<file path="config.mk">
export PLATFORM = sky130hd
export DESIGN_NAME = mesi_cache_ctrl
export DESIGN_NICKNAME = d
export VERILOG_FILES = /design/src/rtl/mesi_pkg.sv /design/src/rtl/mesi_next_state.sv /design/src/rtl/mesi_cache_ctrl.sv
export SDC_FILE = /design/constraint.sdc
export NUM_CORES = 1
export LEC_CHECK = 0
export ABC_CLOCK_PERIOD_IN_PS = 3900
export CAP_MARGIN = 20
export CORE_ASPECT_RATIO = 1.4
export CORE_UTILIZATION = 30
export CTS_CLUSTER_DIAMETER = 200
export DETAILED_ROUTE_END_ITERATION = 8
export PLACE_DENSITY_LB_ADDON = 0.12
export RECOVER_POWER = 50
export SYNTH_ARGS = -nofsm -noshare
export SYNTH_HDL_FRONTEND = slang
export SYNTH_HIERARCHICAL = 1
export SYNTH_SLANG_ARGS = --single-unit
</file>
<file path="constraint.sdc">
create_clock -name clk_i -period 3.9 [get_ports clk_i]
set_clock_uncertainty 0.2 [all_clocks]
set_input_delay 0.78 -clock clk_i [delete_from_list [all_inputs] [get_ports clk_i]]
set_output_delay 0.78 -clock clk_i [all_outputs]
set_load 0.03 [all_outputs]
</file>
<file path="src/rtl/mesi_pkg.sv">
// Shared types for the MESI cache controller: line states, bus op codes and FSM states.
package mesi_pkg;

    typedef enum logic [1:0] {
        LineE = 2'b00,
        LineI = 2'b01,
        LineS = 2'b10,
        LineM = 2'b11
    } line_state_e;

    typedef enum logic [1:0] {
        BusNone       = 2'b00,
        BusReadMiss   = 2'b01,
        BusWriteMiss  = 2'b10,
        BusInvalidate = 2'b11
    } bus_op_e;

    typedef enum logic [1:0] {
        StIdle,
        StLookup,
        StBusWait,
        StResp
    } fsm_state_e;

    // State a valid line moves to when another cache's transaction is snooped.
    function automatic line_state_e snoop_next(input line_state_e cur, input bus_op_e op);
        line_state_e nxt;
        nxt = cur;
        case (op)
            BusReadMiss:                nxt = LineS;
            BusWriteMiss, BusInvalidate: nxt = LineI;
            default:                    nxt = cur;
        endcase
        return nxt;
    endfunction

endpackage

</file>
<file path="src/rtl/mesi_next_state.sv">
// Combinational per-line MESI transition for processor requests: decides hit service,
// the bus op to issue, the state after a grant and whether the victim needs a write-back.
module mesi_next_state
    import mesi_pkg::*;
(
    input  line_state_e line_state_i,
    input  logic        req_write_i,
    input  logic        hit_i,
    input  logic        no_shared_i,
    input  bus_op_e     pend_op_i,
    output logic        need_bus_o,
    output bus_op_e     bus_op_o,
    output line_state_e hit_state_o,
    output line_state_e grant_state_o,
    output logic        write_back_o
);

    logic silent_hit;

    always_comb begin
        // A write to a shared copy still needs the bus to invalidate other holders.
        silent_hit  = hit_i && (!req_write_i || line_state_i == LineE || line_state_i == LineM);
        need_bus_o  = !silent_hit;
        hit_state_o = req_write_i ? LineM : line_state_i;

        if (!req_write_i) begin
            bus_op_o = BusReadMiss;
        end else if (hit_i) begin
            bus_op_o = BusInvalidate;
        end else begin
            bus_op_o = BusWriteMiss;
        end

        if (pend_op_i == BusReadMiss) begin
            grant_state_o = no_shared_i ? LineE : LineS;
        end else begin
            grant_state_o = LineM;
        end

        write_back_o = (pend_op_i == BusReadMiss || pend_op_i == BusWriteMiss) &&
                       (line_state_i == LineM);
    end

endmodule

</file>
<file path="src/rtl/mesi_cache_ctrl.sv">
// Direct-mapped MESI cache controller (tags/states only) with a processor port and a snooping bus.
// Snoop handling is built only when MESI_SNOOP_EN is defined.
module mesi_cache_ctrl
    import mesi_pkg::*;
#(
    parameter int unsigned NUM_LINES = 4,
    parameter int unsigned TAG_W     = 8,
    localparam int unsigned IDX_W    = $clog2(NUM_LINES),
    localparam int unsigned ADDR_W   = TAG_W + IDX_W
) (
    input  logic              clk_i,
    input  logic              rst_i,
    input  logic              req_valid_i,
    output logic              req_ready_o,
    input  logic              req_write_i,
    input  logic [ADDR_W-1:0] req_addr_i,
    output logic              resp_valid_o,
    output logic              resp_hit_o,
    output logic              bus_req_o,
    input  logic              bus_gnt_i,
    output logic [1:0]        bus_op_o,
    output logic              bus_write_back_o,
    input  logic              no_shared_i,
    input  logic              snoop_valid_i,
    input  logic [1:0]        snoop_op_i,
    input  logic [ADDR_W-1:0] snoop_addr_i,
    output logic              snoop_flush_o
);

    fsm_state_e        state_q, state_d;
    logic [ADDR_W-1:0] addr_q, addr_d;
    logic              write_q, write_d;
    bus_op_e           op_q, op_d;
    logic              hit_q, hit_d;

    line_state_e       line_state_q [NUM_LINES];
    line_state_e       line_state_d [NUM_LINES];
    logic [TAG_W-1:0]  tag_q [NUM_LINES];
    logic [TAG_W-1:0]  tag_d [NUM_LINES];

    logic [IDX_W-1:0]  idx;
    logic [TAG_W-1:0]  req_tag;
    line_state_e       cur_state;
    logic              hit;

    logic              need_bus;
    bus_op_e           ns_bus_op;
    line_state_e       hit_state;
    line_state_e       grant_state;
    logic              write_back;

    logic [IDX_W-1:0]  snp_idx;
    line_state_e       snp_next;
    logic              snp_match;
    logic              snp_kill;

    assign idx       = addr_q[IDX_W-1:0];
    assign req_tag   = addr_q[ADDR_W-1:IDX_W];
    assign cur_state = line_state_q[idx];
    assign hit       = (tag_q[idx] == req_tag) && (cur_state != LineI);

    mesi_next_state u_next_state (
        .line_state_i  (cur_state),
        .req_write_i   (write_q),
        .hit_i         (hit),
        .no_shared_i   (no_shared_i),
        .pend_op_i     (op_q),
        .need_bus_o    (need_bus),
        .bus_op_o      (ns_bus_op),
        .hit_state_o   (hit_state),
        .grant_state_o (grant_state),
        .write_back_o  (write_back)
    );

`ifdef MESI_SNOOP_EN
    logic [TAG_W-1:0] snp_tag;
    line_state_e      snp_cur;
    bus_op_e          snp_op;
    logic             flush_q;

    assign snp_idx   = snoop_addr_i[IDX_W-1:0];
    assign snp_tag   = snoop_addr_i[ADDR_W-1:IDX_W];
    assign snp_cur   = line_state_q[snp_idx];
    assign snp_op    = bus_op_e'(snoop_op_i);
    assign snp_match = snoop_valid_i && (snp_op != BusNone) && (snp_cur != LineI) &&
                       (tag_q[snp_idx] == snp_tag);
    assign snp_next  = snoop_next(snp_cur, snp_op);
    // Another cache took ownership of our target: an upgrade must now fetch the line.
    assign snp_kill  = snp_match && (snp_next == LineI) && (snoop_addr_i == addr_q);

    always_ff @(posedge clk_i or posedge rst_i) begin
        if (rst_i) begin
            flush_q <= 1'b0;
        end else begin
            flush_q <= snp_match && (snp_cur == LineM);
        end
    end

    assign snoop_flush_o = flush_q;
`else
    logic unused_snoop;

    assign unused_snoop  = ^{snoop_valid_i, snoop_op_i, snoop_addr_i};
    assign snp_idx       = '0;
    assign snp_next      = LineI;
    assign snp_match     = 1'b0;
    assign snp_kill      = 1'b0;
    assign snoop_flush_o = 1'b0;
`endif

    // State register
    always_ff @(posedge clk_i or posedge rst_i) begin
        if (rst_i) begin
            state_q <= StIdle;
            addr_q  <= '0;
            write_q <= 1'b0;
            op_q    <= BusNone;
            hit_q   <= 1'b0;
        end else begin
            state_q <= state_d;
            addr_q  <= addr_d;
            write_q <= write_d;
            op_q    <= op_d;
            hit_q   <= hit_d;
        end
    end

    // Next-state logic
    always_comb begin
        state_d = state_q;
        addr_d  = addr_q;
        write_d = write_q;
        op_d    = op_q;
        hit_d   = hit_q;
        unique case (state_q)
            StIdle: begin
                if (req_valid_i) begin
                    addr_d  = req_addr_i;
                    write_d = req_write_i;
                    state_d = StLookup;
                end
            end
            StLookup: begin
                if (need_bus) begin
                    op_d    = (ns_bus_op == BusInvalidate && snp_kill) ? BusWriteMiss : ns_bus_op;
                    state_d = StBusWait;
                end else begin
                    hit_d   = 1'b1;
                    state_d = StResp;
                end
            end
            StBusWait: begin
                if (op_q == BusInvalidate && snp_kill) begin
                    op_d = BusWriteMiss;
                end
                if (bus_gnt_i) begin
                    hit_d   = 1'b0;
                    state_d = StResp;
                end
            end
            StResp: begin
                state_d = StIdle;
            end
            default: state_d = StIdle;
        endcase
    end

    // Outputs
    always_comb begin
        req_ready_o      = (state_q == StIdle) && !rst_i;
        resp_valid_o     = (state_q == StResp);
        resp_hit_o       = (state_q == StResp) && hit_q;
        bus_req_o        = (state_q == StBusWait);
        bus_op_o         = bus_req_o ? op_q : BusNone;
        bus_write_back_o = bus_req_o && write_back;
    end

    // Line array: snoop first, local request updates applied last so they take priority
    always_comb begin
        line_state_d = line_state_q;
        tag_d        = tag_q;
        if (snp_match) begin
            line_state_d[snp_idx] = snp_next;
        end
        if (state_q == StLookup && !need_bus && write_q) begin
            line_state_d[idx] = hit_state;
        end
        if (state_q == StBusWait && bus_gnt_i) begin
            line_state_d[idx] = grant_state;
            tag_d[idx]        = req_tag;
        end
    end

    always_ff @(posedge clk_i or posedge rst_i) begin
        if (rst_i) begin
            for (int i = 0; i < NUM_LINES; i++) begin
                line_state_q[i] <= LineI;
                tag_q[i]        <= '0;
            end
        end else begin
            line_state_q <= line_state_d;
            tag_q        <= tag_d;
        end
    end

endmodule

</file>
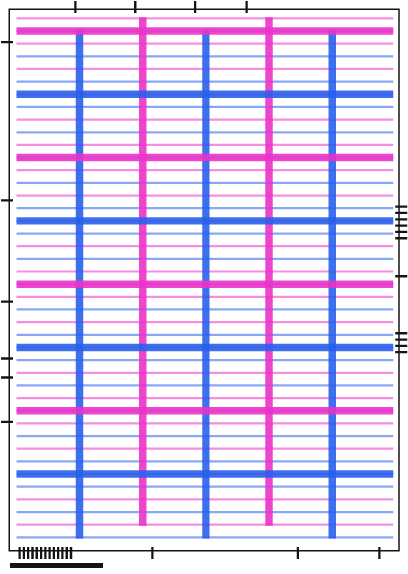
**Above:** run 1 (floorplan with the power grid).
The bar under the picture is 20 um long. Pins as bars on the die edge.
VSS -> blue
VDD -> magenta
met1 rails = 42
met4 straps = 5
met5 straps = 8
core area: 9030 um^2
Die H: 116 um

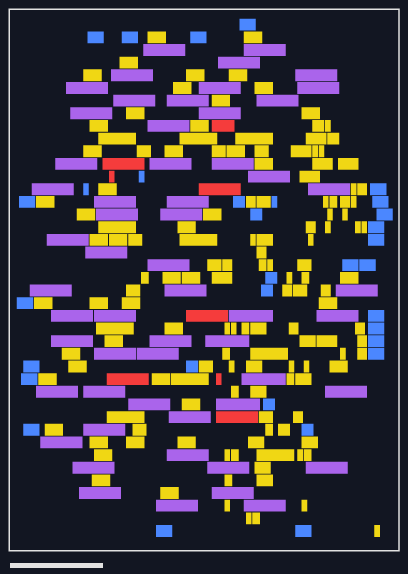
**Above:** run 1 (placement by cell class).
The bar under the picture is 20 um long.
remaining logic cells -> yellow  # cells 141, share of their area 42%
clock drivers and dummy loads -> red  # cells 8, share of their area 4.7%
remaining buffers and delay cells -> blue  # cells 32, share of their area 9.0%
registers -> purple  # cells 56, share of their area 45%
row cnt: 41
final core occ: 36.3%

==> results.py, run 1 <==
# Flow results
metrics = {
    "routing": {
        "route.met2.wl_mm": 2.97,
        "drt-pass1-iter-count": 3,
        "ant_nets": 0,
        "wl_per_cell_um": 16.5,
        "avgViaCountPerCell": 4.85,
        "drt_iter0_markers": 46,
        "vias": 1669,
        "drt-met1-wl_mm": 2.45,
        "top_layer": "met4",
        "drc": 0,
        "routed_wl_mm": 5.66,
    },
    "setup_path": {
        "cp.arrival_ps": 2660,
        "critPathBufInv": 1,
        "critPathTopFamily": "flip-flops",
        "crit_path_max_fanout": 12,
        "critPathMaxStageDelay_ps": 770,
        "path_class": "flip-flop to output port",
        "path_cells": "mux4_2 -> and3b_2 -> and2_1 -> clkdlybuf4s50_1",
        "crit_required_ps": 2920,
        "worstSetupEndpointType": "output port",
        "path_depth": 4,
        "rr_worst_depth": 10,
        "r2r-start": "addr_q[0]",
        "cp-start-kind": "flip-flop",
        "crit_slowest_cell": "dfrtp_1",
        "crit_end": "bus_write_back_o",
        "reg2reg_to": "line_state_q[7]",
        "ff2ff_setup_slack_ps": 570,
    },
    "global_routing": {
        "grt_first_pass_wirelength_mm": 9.59,
        "antenna_found_initial": 0,
        "grt_pass1_vias": 1815,
        "use_met3_pct": 2.71,
        "grt_usage_pct": 13.3,
        "grt_max_degree": 32,
        "grt_use_met1_pct": 15.6,
        "use_met2_pct": 23.9,
    },
    "logic_synthesis": {
        "synth-main-ff-cell": "dfrtp_1",
        "synth.comb.largest_family": "multiplexers",
        "ys_sh_adder_pct": 2.69,
        "async_flop_share_pct": 100,
        "ys_sh_mux_pct": 29.5,
        "ys_sh_aoi_pct": 2.56,
        "ys_types": 36,
        "netlist_area_um2": 2790,
        "edf_count": 0,
        "ys_area_um2": 2790,
        "avgSynthCellArea_um2": 13.4,
        "synth_flops": 56,
        "xor_share_pct": 2.83,
        "synth-simple-area-share_pct": 8.04,
        "ys_seq_share_pct": 50.5,
        "synthesis.nets": 243,
        "yosysCellCount": 208,
    },
    "placed_design": {
        "gp_congestion": 0.700,
        "io_buffers": 22,
        "hpwlAfterDp_mm": 3.89,
        "dp_cells": 336,
        "pre_cts_slack_ps": 516,
    },
    "clocking": {
        "cts_sinks": 56,
        "tritoncts": "done",
        "clkTransAtPathRegs_ps": 70,
        "cts_resized": 0,
        "clockBufferDepth": 2,
        "h-tree-depth": 2,
        "root_buffer": "clkbuf_16",
        "ctsHoldBuffers": 0,
        "post_cts_buffers": 0,
        "numCtsBuffers": 5,
    },
    "power_and_ir_drop": {
        "p_leak_nw": 1.38,
        "powerDensity_nw_per_um2": 831,
        "ir_drop_mv": 0.446,
    },
    "layout": {
        "reg.largest.list": "tag_q x32, addr_q x10, line_state_q x8",
        "drive_gt1_share_pct": 24.9,
        "final_cell_mix": "dfrtp_1 (52), mux2_2 (27), clkdlybuf4s50_1 (20)",
        "largest_reg_flops": 32,
        "antenna_cells": 0,
        "top_register": "tag_q",
        "n_fill_cell": 894,
        "mostFrequentLayoutCell": "dfrtp_1",
        "syn_to_final_growth_pct": 17.6,
        "stdcell_count": 344,
    },
    "timing": {
        "hold_viol_final": 0,
        "fin_ws_ps": 258,
        "max_freq_mhz": 275,
        "rsz0062_at_grt": "no",
        "post-route-period-util_pct": 93.4,
        "tns_ps": 0,
        "period_minus_slack_ps": 3640,
        "tightestPinTransition_ps": 1250,
        "slew_headroom_pct": 16.5,
        "final_max_slew_viol_count": 0,
    },
    "min_path": {
        "holdCritStartpoint": "tag_q[29]",
        "min_path_type": "flip-flop to flip-flop",
        "worstHoldEndpoint": "tag_q[29]",
        "hold_depth": 1,
    },
    "job": {
        "tool_warnings": 43,
        "drv_cap": 0,
    },
    "die": {
        "die_x_um": 83.5,
        "floorplanUtilization_pct": 30.9,
        "io_pins": 37,
    },
    "outcome": {
        "status": "finished, final reports clean",
    },
}
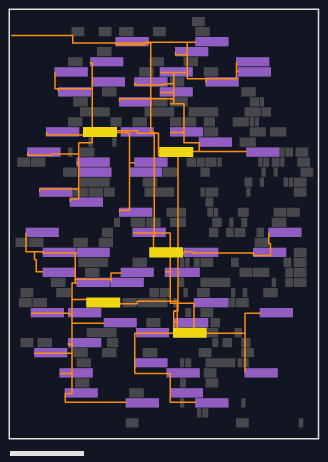
**Above:** run 1 (clock distribution).
The bar under the picture is 20 um long.
clock wires -> orange  # length 794 um
flip-flops -> purple  # count 56
clock-net drivers -> yellow  # count 5
routed clock nets = 6
Clock Latency Late Sink: 290 ps
clk pwr: 458 uW

==> run 1: stage by stage <==
stage / power [mW] / cell area [um^2] / hold slack (ps) / util, %
3_3_place_gp: 2.30 / 3140 / 263 / 34.8
3_5_place_dp: 2.31 / 3140 / 276 / 34.8
2_1_floorplan: 2.00 / 2790 / 245 / -
4_1_cts: 2.78 / 3290 / 291 / 36.4
6_report: 2.72 / 3280 / 289 / 36.3
5_1_grt: 2.95 / 3280 / 305 / 36.3
==> run 1: final cells by class <==
cell class	count	area, um^2	share of cell area, %
well taps	107	134	4.09
clock buffers	8	146	4.47
inverters	8	30.0	0.916
flip-flops and latches	56	1410	42.9
multi-input cells	133	1280	38.9
repair buffers	32	284	8.67
==> run 1: cells in the mapped netlist, types with 2 or more instances <==
cell | instances | area share, %
nor2b_1 | 2 | 0.45
o21ai_1 | 3 | 0.54
ha_1 | 6 | 2.7
inv_1 | 7 | 0.94
mux4_2 | 10 | 8.1
xnor2_1 | 7 | 2.2
mux2_2 | 27 | 11
xor2_1 | 2 | 0.63
mux2i_1 | 8 | 2.9
buf_6 | 2 | 0.81
and3b_1 | 2 | 0.63
nand2_1 | 10 | 1.3
a21oi_1 | 6 | 1.1
buf_4 | 3 | 0.81
nand3_1 | 3 | 0.54
nor2_1 | 8 | 1.1
mux2_1 | 19 | 7.7
dfstp_2 | 4 | 3.8
dfrtp_1 | 52 | 47
nand4_1 | 2 | 0.45
o31ai_1 | 2 | 0.54
nand2b_1 | 2 | 0.45
and2_1 | 4 | 0.90
buf_2 | 5 | 0.90
==> run 1: power breakdown <==
| part | switching, mW | leakage [nW] | internal [mW] |
|---|---|---|---|
| clock | 0.201 | 0.0712 | 0.257 |
| sequential | 0.242 | 0.664 | 0.880 |
| combinational | 0.496 | 0.649 | 0.645 |
==> run 2: changes to the inputs <==
Settings changed: ABC_CLOCK_PERIOD_IN_PS 3900 to unset, CTS_CLUSTER_DIAMETER 200 to unset, CTS_CLUSTER_SIZE set to 30.
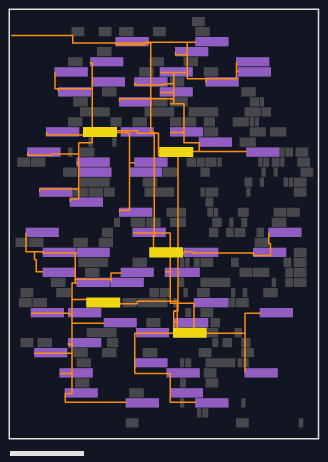
**Above:** run 2 (clock distribution).
The bar under the picture is 20 um long.
flip-flops -> purple  # count 56
clock-net drivers -> yellow  # count 5
clock wires -> orange  # length 794 um
routed clock nets = 6
flops lie = widely spread
clock network fraction of total power: 16.8%

==> results.py, run 2 <==
# Flow results
metrics = {
    "placed_design": {
        "placed_area_um2": 3140,
        "hpwlAfterDp_mm": 3.89,
        "gp_congestion": 0.700,
    },
    "logic_synthesis": {
        "avgSynthCellArea_um2": 13.4,
        "ys_types": 36,
        "ys_sh_mux_pct": 29.5,
        "synth.comb.largest_family": "multiplexers",
        "netlist_area_um2": 2790,
        "ys_sh_adder_pct": 2.69,
        "synthesis.nets": 243,
        "top_area_share_pct": 46.7,
        "most_common_cell": "dfrtp_1",
        "synth-main-ff-cell": "dfrtp_1",
        "topCellsByArea": "dfrtp_1 (47%), mux2_2 (11%), mux4_2 (8.1%)",
        "async_flop_share_pct": 100,
        "edf_count": 0,
        "ys_seq_share_pct": 50.5,
        "synth_flops": 56,
        "common_cells": "dfrtp_1 (52), mux2_2 (27), mux2_1 (19)",
        "synth_top_cell_by_area": "dfrtp_1",
        "xor_share_pct": 2.83,
        "ys_area_um2": 2790,
        "ys_sh_aoi_pct": 2.56,
        "synth-simple-area-share_pct": 8.04,
        "yosysCellCount": 208,
    },
    "routing": {
        "routed_wl_mm": 5.66,
        "drc": 0,
        "drt_iter0_markers": 46,
        "avgViaCountPerCell": 4.85,
        "vias": 1669,
        "ant_nets": 0,
        "wl_per_cell_um": 16.5,
        "drt-pass1-iter-count": 3,
    },
    "layout": {
        "reg.largest.list": "tag_q x32, addr_q x10, line_state_q x8",
        "stdcell_area_um2": 3280,
        "mostFrequentLayoutCell": "dfrtp_1",
        "syn_to_final_growth_pct": 17.6,
        "largest_reg_flops": 32,
        "drive_gt1_share_pct": 24.9,
        "antenna_cells": 0,
        "top_register": "tag_q",
        "final_cell_mix": "dfrtp_1 (52), mux2_2 (27), clkdlybuf4s50_1 (20)",
    },
    "setup_path": {
        "reg2reg_to": "line_state_q[7]",
        "crit_required_ps": 2920,
        "r2r-start": "addr_q[0]",
        "crit_path_max_fanout": 12,
        "path_class": "flip-flop to output port",
        "worstSetupEndpointType": "output port",
        "cp.arrival_ps": 2660,
        "crit_slowest_cell": "dfrtp_1",
        "cp-start-kind": "flip-flop",
        "crit_end": "bus_write_back_o",
    },
    "die": {
        "fp.dieH_um": 116,
        "die_x_um": 83.5,
        "fp-row-count": 41,
        "io_pins": 37,
        "core_area_um2": 9030,
        "floorplanUtilization_pct": 30.9,
    },
    "clocking": {
        "h-tree-depth": 2,
        "cts_resized": 0,
        "cts_sinks": 56,
        "clkTransAtPathRegs_ps": 70,
        "root_buffer": "clkbuf_16",
        "post_cts_buffers": 0,
        "ctsHoldBuffers": 0,
        "clkLatencyLatePin_ps": 290,
    },
    "timing": {
        "max_freq_mhz": 275,
        "tightestPinTransition_ps": 1250,
        "rsz0062_at_grt": "no",
        "period_minus_slack_ps": 3640,
    },
    "job": {
        "tool_warnings": 43,
        "drv_cap": 0,
    },
    "min_path": {
        "hold_depth": 1,
        "min_path_type": "flip-flop to flip-flop",
    },
    "outcome": {
        "status": "finished, final reports clean",
    },
    "power_and_ir_drop": {
        "powerDensity_nw_per_um2": 831,
        "p_leak_nw": 1.38,
    },
    "global_routing": {
        "grt_pass1_vias": 1815,
        "grt_max_degree": 32,
        "antenna_found_initial": 0,
    },
}
## run 2: cell counts after synthesis
No cell type changed its count.
## run 2: worst min-delay path by stage
stage	startpoint	end
after CTS	hit_q	hit_q
after detailed placement	hit_q	hit_q
after floorplan	hit_q	hit_q
final	tag_q[29]	tag_q[29]
after global routing	tag_q[1]	tag_q[1]
after global placement	tag_q[24]	tag_q[24]
## run 2: through the flow
stage | hold WS [ps] | instances | setup WS [ps] | utilization [%] | total power, mW
floorplan | 245 | 208 | 1170 | - | 2.00
global placement | 263 | 336 | 502 | 34.8 | 2.30
detailed placement | 276 | 336 | 516 | 34.8 | 2.31
CTS | 291 | 344 | 193 | 36.4 | 2.78
global route | 305 | 344 | 107 | 36.3 | 2.95
finish | 289 | 344 | 258 | 36.3 | 2.72
## run 2: per-layer routing
layer,up-vias,GRT usage (%),share of wire (%)
li1,787,-,-
met2,23,23.9,52
met4,0,5.42,1.7
met1,853,15.6,43
met3,6,2.71,2.6
met5,-,0,0
## run 2: critical path: cells and delay by family (launching register included)
family        cells  cell delay, ps
mux               1             640
flops             1             770
simple gates      2             370
buf+inv           1             580
## run 2: final cells by class
| class | instances | area [um^2] |
|---|---|---|
| clock buffer | 8 | 146 |
| fill | 894 | 5750 |
| inverter | 8 | 30.0 |
| multi-input combinational | 133 | 1280 |
| sequential | 56 | 1410 |
| tap | 107 | 134 |
| timing repair buffer | 32 | 284 |
## run 2: report_power, final
| part | total, mW | switching [mW] | internal [mW] |
|---|---|---|---|
| registers | 1.12 | 0.242 | 0.880 |
| logic | 1.14 | 0.496 | 0.645 |
| clock network | 0.458 | 0.201 | 0.257 |
| total | 2.72 | 0.940 | 1.78 |
Power and IR drop assume default switching activity.
